### config.mk
export PLATFORM = sky130hd
export DESIGN_NAME = pipeline_trace_buffer_flat
export DESIGN_NICKNAME = d
export VERILOG_FILES = /design/src/rtl/pipeline_trace_buffer_pkg.sv /design/src/rtl/pipeline_trace_buffer_if.sv /design/src/rtl/pipeline_trace_buffer_ram.sv /design/src/rtl/pipeline_trace_buffer.sv /design/src/flat_wrapper.sv
export SDC_FILE = /design/constraint.sdc
export NUM_CORES = 1
export LEC_CHECK = 0
export CORE_MARGIN = 3
export CORE_UTILIZATION = 45
export DETAILED_ROUTE_END_ITERATION = 7
export GPL_ROUTABILITY_DRIVEN = 0
export HOLD_SLACK_MARGIN = 0.12
export PLACE_DENSITY = 0.72
export SETUP_SLACK_MARGIN = 0.3
export SYNTH_ARGS = -nofsm -noshare
export SYNTH_HDL_FRONTEND = slang
export SYNTH_HIERARCHICAL = 1
export SYNTH_SLANG_ARGS = --single-unit
### constraint.sdc
create_clock -name clock -period 7.6 [get_ports clock]
set_clock_uncertainty 0.1 [all_clocks]
set_input_delay 0.76 -clock clock [delete_from_list [all_inputs] [get_ports clock]]
set_output_delay 0.76 -clock clock [all_outputs]
set_load 0.01 [all_outputs]
### src/rtl/pipeline_trace_buffer_pkg.sv
// Shared types for the pipeline trace buffer.
// State codes, mode codes and the record qualifier.
package pipeline_trace_buffer_pkg;

    typedef enum logic [2:0] {
        ST_IDLE = 3'd0,
        ST_PRE  = 3'd1,
        ST_POST = 3'd2,
        ST_DONE = 3'd3
    } trace_state_e;

    localparam logic [1:0] MODE_WRAP_TRIG = 2'd0;
    localparam logic [1:0] MODE_STOP_FULL = 2'd1;

    function automatic logic is_record(
        input logic valid,
        input logic filter_x0,
        input logic dest_zero
    );
        return valid & ~(filter_x0 & dest_zero);
    endfunction

endpackage

### src/rtl/pipeline_trace_buffer_if.sv
// Writeback tap and readout stream of the trace buffer.
// master drives writebacks and consumes entries; slave is the buffer.
interface pipeline_trace_buffer_if #(
    parameter int DATA_W = 32,
    parameter int PC_W   = 32,
    parameter int REG_W  = 5
);
    logic                      wb_valid;
    logic [REG_W-1:0]          wb_dest;
    logic [DATA_W-1:0]         wb_value;
    logic [PC_W-1:0]           wb_pc;
    logic                      rd_valid;
    logic                      rd_ready;
    logic [PC_W+REG_W+DATA_W-1:0] rd_data;
    logic                      rd_last;

    modport master (
        output wb_valid, wb_dest, wb_value, wb_pc,
        output rd_ready,
        input  rd_valid, rd_data, rd_last
    );

    modport slave (
        input  wb_valid, wb_dest, wb_value, wb_pc,
        input  rd_ready,
        output rd_valid, rd_data, rd_last
    );
endinterface

### src/rtl/pipeline_trace_buffer_ram.sv
// Trace storage: one write port, one registered read port.
// No reset; contents are only read after being written.
module trace_ram #(
    parameter  int DEPTH = 16,
    parameter  int WIDTH = 69,
    localparam int AW    = $clog2(DEPTH)
) (
    input  logic             clock,
    input  logic             we,
    input  logic [AW-1:0]    waddr,
    input  logic [WIDTH-1:0] wdata,
    input  logic             re,
    input  logic [AW-1:0]    raddr,
    output logic [WIDTH-1:0] rdata
);
    logic [WIDTH-1:0] mem [DEPTH];
    logic [WIDTH-1:0] rdata_q;

    // write port
    always_ff @(posedge clock) begin
        if (we) mem[waddr] <= wdata;
    end

    // registered read port
    always_ff @(posedge clock) begin
        if (re) rdata_q <= mem[raddr];
    end

    assign rdata = rdata_q;
endmodule

### src/rtl/pipeline_trace_buffer.sv
// Writeback trace capture with trigger and oldest-first readout.
// FSM, pointers, post counter, and a two-deep output stage fed by the RAM.
module pipeline_trace_buffer
    import pipeline_trace_buffer_pkg::*;
#(
    parameter  int DEPTH     = 16,
    parameter  int DATA_W    = 32,
    parameter  int PC_W      = 32,
    parameter  int REG_W     = 5,
    parameter  bit FILTER_X0 = 1'b1,
    localparam int AW        = $clog2(DEPTH),
    localparam int EW        = PC_W + REG_W + DATA_W
) (
    input  logic                 clock,
    input  logic                 reset,
    input  logic                 arm,
    input  logic                 abort,
    input  logic [1:0]           mode,
    input  logic                 trig_en,
    input  logic [PC_W-1:0]      trig_pc,
    input  logic [AW-1:0]        post_count,
    pipeline_trace_buffer_if.slave bus,
    output logic [2:0]           state,
    output logic [AW:0]          count,
    output logic                 overflow
);
    localparam logic [AW:0] FULL = (AW+1)'(DEPTH);

    trace_state_e state_q, state_d;
    logic [AW-1:0] wr_ptr_q, wr_ptr_d;
    logic [AW-1:0] rd_ptr_q, rd_ptr_d;
    logic [AW:0]   count_q, count_d;
    logic [AW:0]   fetch_q, fetch_d;
    logic [AW-1:0] post_q, post_d;
    logic          overflow_q, overflow_d;
    logic          inflight_q, inflight_d;
    logic          out_v_q, out_v_d;
    logic [EW-1:0] out_data_q, out_data_d;
    logic          skid_v_q, skid_v_d;
    logic [EW-1:0] skid_data_q, skid_data_d;

    logic          rec, stop_full, trig_hit, pop;
    logic          ram_we, ram_re;
    logic [EW-1:0] ram_rdata;
    logic [1:0]    occ;

    assign rec       = is_record(bus.wb_valid, FILTER_X0,
                                 bus.wb_dest == '0);
    assign stop_full = (mode == MODE_STOP_FULL);
    assign trig_hit  = trig_en && (bus.wb_pc == trig_pc);
    assign pop       = out_v_q & bus.rd_ready;
    assign occ       = {1'b0, out_v_q} + {1'b0, skid_v_q}
                     + {1'b0, inflight_q};

    trace_ram #(
        .DEPTH (DEPTH),
        .WIDTH (EW)
    ) u_ram (
        .clock (clock),
        .we    (ram_we),
        .waddr (wr_ptr_q),
        .wdata ({bus.wb_pc, bus.wb_dest, bus.wb_value}),
        .re    (ram_re),
        .raddr (rd_ptr_q),
        .rdata (ram_rdata)
    );

    // state register
    always_ff @(posedge clock or negedge reset) begin
        if (!reset) state_q <= ST_IDLE;
        else        state_q <= state_d;
    end

    // next-state: abort wins, arm only from IDLE
    always_comb begin
        state_d = state_q;
        if (abort) begin
            state_d = ST_IDLE;
        end else begin
            unique case (state_q)
                ST_IDLE: if (arm) state_d = ST_PRE;
                ST_PRE: begin
                    if (rec) begin
                        if (stop_full) begin
                            if (count_q == FULL - 1'b1) state_d = ST_DONE;
                        end else if (trig_hit) begin
                            state_d = (post_count == '0) ? ST_DONE
                                                         : ST_POST;
                        end
                    end
                end
                ST_POST: begin
                    if (rec && post_q == AW'(1)) state_d = ST_DONE;
                end
                ST_DONE: begin
                    if (count_q == '0 || (pop && count_q == (AW+1)'(1)))
                        state_d = ST_IDLE;
                end
                default: state_d = ST_IDLE;
            endcase
        end
    end

    // datapath: recording, readout fetch and output staging
    always_comb begin
        wr_ptr_d    = wr_ptr_q;
        rd_ptr_d    = rd_ptr_q;
        count_d     = count_q;
        fetch_d     = fetch_q;
        post_d      = post_q;
        overflow_d  = overflow_q;
        inflight_d  = 1'b0;
        out_v_d     = out_v_q;
        out_data_d  = out_data_q;
        skid_v_d    = skid_v_q;
        skid_data_d = skid_data_q;
        ram_we      = 1'b0;
        ram_re      = 1'b0;
        if (abort) begin
            wr_ptr_d   = '0;
            rd_ptr_d   = '0;
            count_d    = '0;
            fetch_d    = '0;
            overflow_d = 1'b0;
            out_v_d    = 1'b0;
            out_data_d = '0;
            skid_v_d   = 1'b0;
        end else begin
            unique case (state_q)
                ST_IDLE: begin
                    if (arm) begin
                        wr_ptr_d   = '0;
                        rd_ptr_d   = '0;
                        count_d    = '0;
                        fetch_d    = '0;
                        overflow_d = 1'b0;
                    end
                end
                ST_PRE, ST_POST: begin
                    if (rec) begin
                        ram_we   = 1'b1;
                        wr_ptr_d = wr_ptr_q + 1'b1;
                        if (count_q == FULL) overflow_d = 1'b1;
                        else                 count_d    = count_q + 1'b1;
                        post_d = (state_q == ST_PRE) ? post_count
                                                     : post_q - 1'b1;
                    end
                    // oldest entry sits count places behind the write pointer
                    if (state_d == ST_DONE) begin
                        rd_ptr_d = wr_ptr_d - count_d[AW-1:0];
                        fetch_d  = count_d;
                    end
                end
                ST_DONE: begin
                    // keep at most two entries staged or in flight
                    if (fetch_q != '0 && (occ - {1'b0, pop}) < 2'd2) begin
                        ram_re     = 1'b1;
                        rd_ptr_d   = rd_ptr_q + 1'b1;
                        fetch_d    = fetch_q - 1'b1;
                        inflight_d = 1'b1;
                    end
                    if (pop) count_d = count_q - 1'b1;
                    if (!out_v_q || pop) begin
                        if (skid_v_q) begin
                            out_v_d     = 1'b1;
                            out_data_d  = skid_data_q;
                            skid_v_d    = inflight_q;
                            skid_data_d = ram_rdata;
                        end else if (inflight_q) begin
                            out_v_d    = 1'b1;
                            out_data_d = ram_rdata;
                        end else begin
                            out_v_d = 1'b0;
                        end
                    end else if (inflight_q) begin
                        skid_v_d    = 1'b1;
                        skid_data_d = ram_rdata;
                    end
                end
                default: ;
            endcase
        end
    end

    // datapath registers
    always_ff @(posedge clock or negedge reset) begin
        if (!reset) begin
            wr_ptr_q    <= '0;
            rd_ptr_q    <= '0;
            count_q     <= '0;
            fetch_q     <= '0;
            post_q      <= '0;
            overflow_q  <= 1'b0;
            inflight_q  <= 1'b0;
            out_v_q     <= 1'b0;
            out_data_q  <= '0;
            skid_v_q    <= 1'b0;
            skid_data_q <= '0;
        end else begin
            wr_ptr_q    <= wr_ptr_d;
            rd_ptr_q    <= rd_ptr_d;
            count_q     <= count_d;
            fetch_q     <= fetch_d;
            post_q      <= post_d;
            overflow_q  <= overflow_d;
            inflight_q  <= inflight_d;
            out_v_q     <= out_v_d;
            out_data_q  <= out_data_d;
            skid_v_q    <= skid_v_d;
            skid_data_q <= skid_data_d;
        end
    end

    assign state        = state_q;
    assign count        = count_q;
    assign overflow     = overflow_q;
    assign bus.rd_valid = out_v_q;
    assign bus.rd_data  = out_data_q;
    assign bus.rd_last  = out_v_q & (count_q == (AW+1)'(1));
endmodule
### src/flat_wrapper.sv
// flat-port wrapper written by rule: the top's interface ports become plain ports
module pipeline_trace_buffer_flat import pipeline_trace_buffer_pkg::*;
#(
    parameter  int DEPTH     = 16,
    parameter  int DATA_W    = 32,
    parameter  int PC_W      = 32,
    parameter  int REG_W     = 5,
    parameter  bit FILTER_X0 = 1'b1,
    localparam int AW        = $clog2(DEPTH),
    localparam int EW        = PC_W + REG_W + DATA_W
)
  (clock, reset, arm, abort, mode, trig_en, trig_pc, post_count, state, count, overflow, bus_wb_valid, bus_wb_dest, bus_wb_value, bus_wb_pc, bus_rd_ready, bus_rd_valid, bus_rd_data, bus_rd_last);
  pipeline_trace_buffer_if #(.DATA_W(DATA_W), .PC_W(PC_W), .REG_W(REG_W)) bus_i ();
  input  logic clock;
  input  logic reset;
  input  logic arm;
  input  logic abort;
  input  logic [1:0] mode;
  input  logic trig_en;
  input  logic [PC_W-1:0] trig_pc;
  input  logic [AW-1:0] post_count;
  output logic [2:0] state;
  output logic [AW:0] count;
  output logic overflow;
  input wire logic [$bits(bus_i.wb_valid)-1:0] bus_wb_valid;
  input wire logic [$bits(bus_i.wb_dest)-1:0] bus_wb_dest;
  input wire logic [$bits(bus_i.wb_value)-1:0] bus_wb_value;
  input wire logic [$bits(bus_i.wb_pc)-1:0] bus_wb_pc;
  input wire logic [$bits(bus_i.rd_ready)-1:0] bus_rd_ready;
  output wire logic [$bits(bus_i.rd_valid)-1:0] bus_rd_valid;
  output wire logic [$bits(bus_i.rd_data)-1:0] bus_rd_data;
  output wire logic [$bits(bus_i.rd_last)-1:0] bus_rd_last;
  assign bus_i.wb_valid = bus_wb_valid;
  assign bus_i.wb_dest = bus_wb_dest;
  assign bus_i.wb_value = bus_wb_value;
  assign bus_i.wb_pc = bus_wb_pc;
  assign bus_i.rd_ready = bus_rd_ready;
  assign bus_rd_valid = bus_i.rd_valid;
  assign bus_rd_data = bus_i.rd_data;
  assign bus_rd_last = bus_i.rd_last;
  pipeline_trace_buffer #(.DEPTH(DEPTH), .DATA_W(DATA_W), .PC_W(PC_W), .REG_W(REG_W), .FILTER_X0(FILTER_X0)) u_core (.clock(clock), .reset(reset), .arm(arm), .abort(abort), .mode(mode), .trig_en(trig_en), .trig_pc(trig_pc), .post_count(post_count), .bus(bus_i), .state(state), .count(count), .overflow(overflow));
endmodule
**Nets reached from selected ports**

Drawn at 1 px/um.
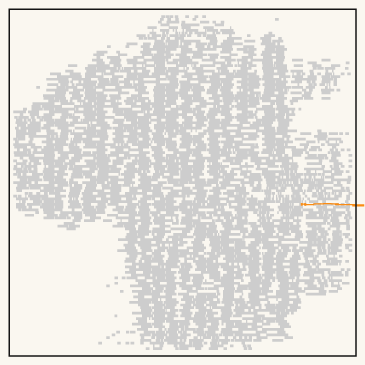
[arm] orange | bits: 1 | direction: input | edge: east | end cells: 2 | buffers: 1 | wire: 59.2 um

**Signal wires by layer**

Drawn at 1 px/um. Only two layers are drawn.
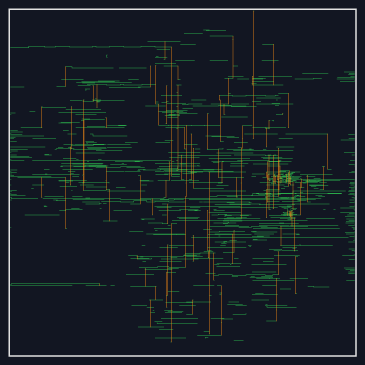
[metal 4] orange | wire length: 3090 um
[metal 3] green | wire length: 11100 um

==> flow_metrics.py <==
# Generated from Yosys and OpenROAD reports
metrics = {
    "yosys": {
        "top_area_share_pct": 67.98,
        "enable_flop_cells": 1173,
        "syn_nets": 2667,
    },
    "critical_path": {
        "end_kind": "flip-flop",
        "rrSetupSlack_ns": 2.82,
        "regToRegStartpoint": "u_core/state[0]$_DFF_PN0_",
    },
    "clock_tree": {
        "cts.path.max_buffers": 3,
        "clk_latency_ns": 0.73,
        "htree_levels": 4,
        "post_cts_resized": 0,
        "cts_root_buf": "clkbuf_16",
        "clkTransAtPathRegs_ns": 0.06,
    },
    "floorplan": {
        "fp.dieH_um": 345.3,
        "coreArea_sq_mm": 0.1134,
        "rows": 123,
        "die_area_sq_mm": 0.1192,
    },
    "final_timing": {
        "finalSetupViolations": 0,
        "rsz0062_at_grt": "false",
        "finalHoldViolations": 0,
        "tns_ns": 0,
    },
    "route": {
        "drc": 0,
        "dr.pass1.iters": 5,
        "wl_per_cell_um": 27.78,
    },
    "cells_and_area": {
        "final_area_sq_mm": 0.05997,
        "area_growth_syn_to_layout_pct": 15.74,
        "layout.nets": 2906,
    },
    "outcome": {
        "outcome": "finished, final reports clean",
    },
    "global_route": {
        "grt_max_degree": 105,
    },
    "place": {
        "place_inst": 4138,
    },
}
**M2 wires**

Drawn at 1.5 px/um.
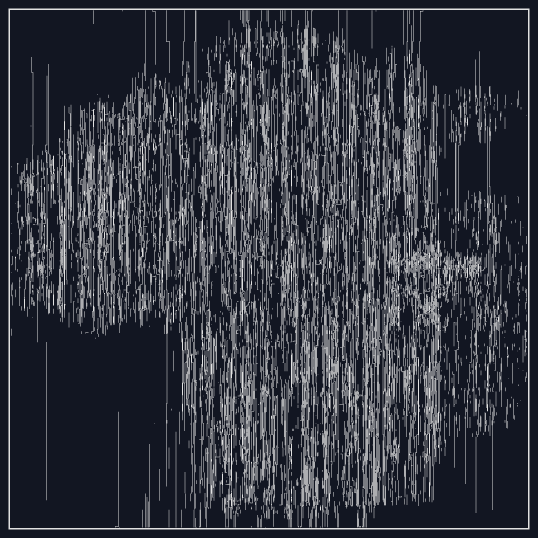
main direction: vertical
share of all routed wire: 48%
longest straight run: 142 um
wire length on this layer: 58.7 mm
nets with wire on the layer: 2633

-- power by group --
group          total [W]  internal (W)  switching (W)
combinational   0.000303     0.0000959       0.000207
sequential       0.00802       0.00801      0.0000108
clock            0.00665       0.00389        0.00275
total             0.0150        0.0120        0.00297
-- final cells by class --
class	count	area share, %
flip-flops and latches	1340	65.73
well taps	1500	3.130
multi-input cells	1037	19.64
clock inverters	88	1.675
repair buffers	245	3.920
inverters	17	0.1106
diodes	2	0.008346
clock buffers	158	5.794
-- what timing repair did --
item	in CTS	in global routing
setup endpoints to repair	0	0
setup buffers	0	0
endpoints found under the hold margin	59	0
hold buffers	1	0
-- per-stage QoR --
stage,worst slack [ns],utilization [%]
global route,2.617,52.87
finish,2.818,52.87
global placement,2.390,48.91
floorplan,0.5788,-
CTS,2.969,52.87
detailed placement,2.235,48.91
-- flip-flops by register name (all words and copies together) (netlist names), 4 cells and up --
signal and cells:
u_core/u_ram/rdata 69, u_core/rd_ptr_q 4, u_core/count 5, u_core/skid_data_q 69, u_core/bus.rd_data 69, u_core/post_q 4
u_core/wr_ptr_q 4, u_core/fetch_q 5, u_core/u_ram/mem 1104
-- cell usage in the layout, fill, tap and decap left out, drive strengths merged, types with 12 or more instances in the layout --
master	count
buf	52
mux2	71
a211oi	69
nand2	89
nor2	111
bufinv	17
nor3	19
xnor2	38
inv	27
a22oi	138
o21ai	19
ha	16
mux4	276
edfxtp	1173
a21oi	18
clkinv	58
dfrtp	167
nand3	12
clkdlybuf4s50	191
clkbuf	159
mux2i	71
-- kinds of logic after synthesis --
group           Yosys count
compound gates          281
flops                  1340
other cells               1
fa+ha+maj                17
xor+xnor                 42
buf+inv                 159
simple gates            278
mux                     418
-- routing by layer --
metal	up-vias	global-route usage [%]	share of wire, %	wire length, um
li1	10910	-	-	-
met1	13610	28.39	40	48880
met2	1337	32.64	48	58750
met3	237	4.612	9.1	11100
met4	6	5.868	2.5	3088
met5	-	0	0.031	38
-- how the worst min path moves through the flow --
stage,from,cells after the start,end,slack [ns]
after floorplan,reset,0,u_core/bus.rd_data[0]$_DFFE_PN0P_,0.36
after global placement,u_core/skid_data_q[8]$_DFFE_PN0P_,1,u_core/skid_data_q[8]$_DFFE_PN0P_,0.39
after detailed placement,u_core/u_ram/rdata[21]$_DFFE_PP_,1,u_core/skid_data_q[21]$_DFFE_PN0P_,0.39
after CTS,abort,2,u_core/bus.rd_data[6]$_DFFE_PN0P_,0.39
after global routing,abort,2,u_core/bus.rd_data[10]$_DFFE_PN0P_,0.38
final,abort,2,u_core/bus.rd_data[10]$_DFFE_PN0P_,0.38
No activity file was given, so power comes from the tool's default toggle rates.
